M1 wires:
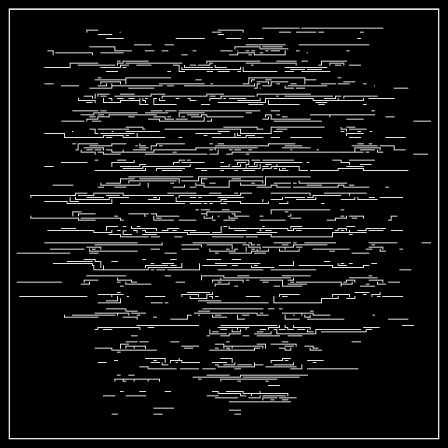
Met2 routing:
The bar under the picture is 20 um long.
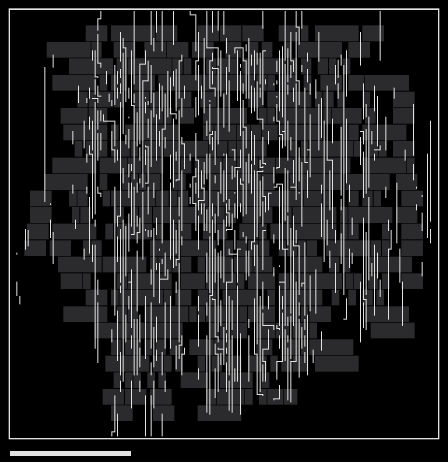
Metal 3:
The bar under the picture is 20 um long.
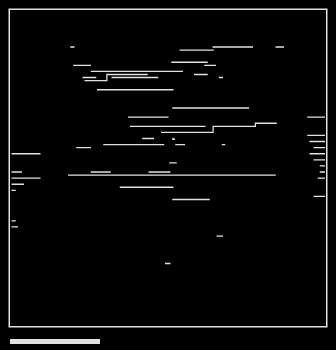
--- config.mk ---
export PLATFORM = sky130hd
export DESIGN_NAME = divider
export DESIGN_NICKNAME = d
export VERILOG_FILES = /design/src/rtl/divider.sv
export SDC_FILE = /design/constraint.sdc
export NUM_CORES = 1
export LEC_CHECK = 0
export CAP_MARGIN = 25
export CORE_MARGIN = 2
export CORE_UTILIZATION = 53
export CTS_CLUSTER_DIAMETER = 80
export DETAILED_ROUTE_END_ITERATION = 10
export GPL_TIMING_DRIVEN = 0
export MAX_ROUTING_LAYER = met4
export PLACE_DENSITY = 0.9
export SYNTH_ARGS = -nofsm -noshare
export SYNTH_HDL_FRONTEND = slang
export SYNTH_SLANG_ARGS = --single-unit
--- constraint.sdc ---
create_clock -name i_clock -period 2.65 [get_ports i_clock]
set_input_delay 0.3975 -clock i_clock [delete_from_list [all_inputs] [get_ports i_clock]]
set_output_delay 0.3975 -clock i_clock [all_outputs]
set_load 0.01 [all_outputs]
--- src/rtl/divider.sv ---
// Sequential unsigned divider: restoring shift-subtract, one quotient bit per cycle,
// results registered and announced with a single-cycle o_finished pulse.
module divider #(
    parameter int N = 8
) (
    input  logic         i_clock,
    input  logic         i_reset,
    input  logic         i_start,
    input  logic [N-1:0] i_dividend,
    input  logic [N-1:0] i_divisor,
    output logic         o_busy,
    output logic         o_finished,
    output logic [N-1:0] o_quotient,
    output logic [N-1:0] o_remainder,
    output logic         o_divide_by_zero
);

    localparam int CW = $clog2(N + 1);

    typedef enum logic [1:0] {IDLE, RUN, DONE} state_t;

    state_t        state;
    logic [CW-1:0] count;
    logic [N-1:0]  dividend;
    logic [N-1:0]  divisor;
    logic [N-1:0]  partial;
    logic [N:0]    trial;
    logic [N-1:0]  diff;
    logic          fits;

    // partial < divisor always holds, so trial - divisor fits in N bits when taken
    always_comb begin
        trial = {partial, dividend[N-1]};
        diff  = trial[N-1:0] - divisor;
        fits  = (trial >= {1'b0, divisor});
    end

    always_ff @(posedge i_clock) begin
        if (i_reset) begin
            state            <= IDLE;
            count            <= '0;
            dividend         <= '0;
            divisor          <= '0;
            partial          <= '0;
            o_busy           <= 1'b0;
            o_finished       <= 1'b0;
            o_quotient       <= '0;
            o_remainder      <= '0;
            o_divide_by_zero <= 1'b0;
        end else begin
            case (state)
                IDLE, DONE: begin
                    o_finished <= 1'b0;
                    if (i_start) begin
                        dividend <= i_dividend;
                        divisor  <= i_divisor;
                        partial  <= '0;
                        count    <= '0;
                        o_busy   <= 1'b1;
                        state    <= RUN;
                    end else begin
                        state <= IDLE;
                    end
                end
                RUN: begin
                    if (count == CW'(N)) begin
                        // dividend register now holds the quotient bits; with a zero
                        // divisor the partial remainder has accumulated the whole dividend
                        state            <= DONE;
                        o_busy           <= 1'b0;
                        o_finished       <= 1'b1;
                        o_quotient       <= (divisor == '0) ? '1 : dividend;
                        o_remainder      <= partial;
                        o_divide_by_zero <= (divisor == '0);
                    end else begin
                        partial  <= fits ? diff : trial[N-1:0];
                        dividend <= {dividend[N-2:0], fits};
                        count    <= count + 1'b1;
                    end
                end
                default: state <= IDLE;
            endcase
        end
    end

endmodule

==> results.json <==
{
  "grt_pass1_vias": 2087,
  "postCtsSetupRepairBufs": 0,
  "ir_worst_vdd_mv": 0.261,
  "grt_pass1_wl_um": 9250,
  "numCtsBuffers": 5,
  "cts_sinks": 49,
  "hold_violations": 0,
  "final_common_cell": "nand2_1",
  "status": "completed",
  "wirelength_met1_um": 2420,
  "p_clk_mw": 0.419,
  "grt_max_degree": 15,
  "powerComb_mw": 0.529,
  "ctsLongestPathBuffers": 2,
  "r2r_start": "dividend[7]",
  "crit_path_cell_trace": "inv_1 -> ha_1 -> fa_1 -> nand2b_1 -> a21oi_1 -> nor4b_1 -> nor4b_1 -> o31ai_1",
  "track_usage_pct": 23.8,
  "post_drt_wl_per_cell_um": 14.1,
  "cts_resized": 0,
  "ys.flops": 49,
  "syn_area_um2": 2340,
  "syn_inst": 288,
  "synth_cell_types": 42,
  "ant_nets": 0,
  "final_cells": 384,
  "final_cell_mix": "55 x nand2_1, 49 x dfxtp_1, 36 x clkdlybuf4s50_1, 32 x a21oi_1, 31 x nor2_1",
  "drive_gt1_share_pct": 7.53,
  "ys_warn_count": 0,
  "fin_crit_ns": 2.10,
  "skew_ns": 0.00838,
  "rrSetupSlack_ns": 0.55,
  "timing.rr.end": "partial[6]",
  "ys_cells": 288,
  "async_flop_share_pct": 0,
  "fmax_mhz": 477,
  "root_buffer": "clkbuf_8",
  "wl_met2_um": 2570,
  "grt_overflow_total": 0,
  "drc_errors": 0,
  "io_pins": 38,
  "antenna_found_initial": 0,
  "worstSetupPathType": "reg2reg",
  "cp-start-kind": "flop",
  "cts_hold_buf": 0,
  "rsz0062_at_grt": "no",
  "fin_area_um2": 2850,
  "min_path_cells": 2,
  "min_from": "o_remainder[2]",
  "viasPerCell": 5.53
}
## Picture notes: 'M1 wires'
The longest straight run is 21.6 um. The layer holds 45% of the routed length.
GRT met1 Usage: 29.3%
vias: 2124
drt total wl: 5400 um

## Picture notes: 'met2 routing'
The layer carries 2570 um of wire. The wires run mostly vertical. The layer holds 48% of the routed length. The longest straight run is 37.7 um.
GR Layer Usage met2: 37.8%

## Picture notes: 'metal 3'
The layer holds 5.8% of the routed length. The layer carries 312 um of wire.
global-route met3 utilization: 5.92%

[how the worst max path moves through the flow]
stage | cells past startpoint | to | start
2_1_floorplan | 8 | partial[6] | dividend[7]
3_3_place_gp | 8 | partial[6] | dividend[7]
3_5_place_dp | 8 | partial[6] | dividend[7]
4_1_cts | 8 | partial[6] | dividend[7]
5_1_grt | 8 | partial[6] | dividend[7]
6_report | 8 | partial[6] | dividend[7]
[sequential cells by signal, summed over array words and instances, names as in the netlist]
signal / count
o_divide_by_zero: 1
count: 4
partial: 8
o_busy: 1
state: 2
o_finished: 1
o_quotient: 8
dividend: 8
divisor: 8
o_remainder: 8
[synth_stat cells, types with 2 or more instances]
| master | n | area share [%] |
|---|---|---|
| a22oi_1 | 7 | 2.2 |
| xor2_1 | 4 | 1.5 |
| nand3_1 | 3 | 0.64 |
| mux2i_1 | 5 | 2.1 |
| nor4b_1 | 2 | 0.75 |
| nand3b_1 | 2 | 0.64 |
| a22o_1 | 2 | 0.75 |
| nor2_1 | 31 | 5.0 |
| nand2_1 | 55 | 8.8 |
| nor3_1 | 15 | 3.2 |
| buf_2 | 6 | 1.3 |
| o21ai_1 | 5 | 1.1 |
| dfxtp_1 | 49 | 42 |
| ha_1 | 10 | 5.3 |
| and2_1 | 2 | 0.53 |
| clkbuf_1 | 6 | 0.96 |
| buf_6 | 2 | 0.96 |
| o211ai_1 | 3 | 0.96 |
| nor2b_1 | 4 | 1.1 |
| o21ai_0 | 3 | 0.64 |
| nand2b_1 | 5 | 1.3 |
| a21oi_1 | 32 | 6.8 |
| buf_4 | 2 | 0.64 |
| nor4_1 | 2 | 0.53 |
| a211oi_1 | 2 | 0.64 |
| inv_1 | 12 | 1.9 |
| xnor2_1 | 2 | 0.75 |
[final cells by class]
| type | count | area [um2] | share of cell area (%) |
|---|---|---|---|
| Multi-Input combinational cell | 211 | 1230 | 43.0 |
| Sequential cell | 49 | 981 | 34.4 |
| Timing Repair Buffer | 36 | 360 | 12.6 |
| Buffer | 16 | 90.1 | 3.16 |
| Clock buffer | 6 | 72.6 | 2.55 |
| Tap cell | 52 | 65.1 | 2.28 |
| Inverter | 12 | 45.0 | 1.58 |
| Clock inverter | 2 | 10.0 | 0.351 |
[stage by stage]
stage               worst slack (ns)  hold slack, ns
floorplan                      0.818           0.445
global placement               0.596           0.445
detailed placement             0.618           0.449
CTS                            0.584           0.461
global route                   0.441           0.486
finish                         0.553           0.459
[per-layer routing]
layer  up-vias  track usage (%)
met4         0             8.76
li1       1067                -
met2        73             37.8
met1       970             29.3
met3        14             5.92
met5         -                -
[kinds of logic after synthesis]
family	Yosys count	synth area share [%]
compound gates	62	17.4
fa+ha+maj	11	6.20
mux	5	2.14
xor+xnor	6	2.24
flops	49	41.9
simple gates	127	24.4
buf+inv	28	5.77
[worst max-delay path, delay by kind of cell (launching register included)]
kind / cells / cell delay (ns)
adder cells (fa/ha/maj): 2 / 0.68
AND-OR/OR-AND: 2 / 0.31
buffers and inverters: 1 / 0.08
AND/OR/NAND/NOR: 3 / 0.58
flip-flops: 1 / 0.34
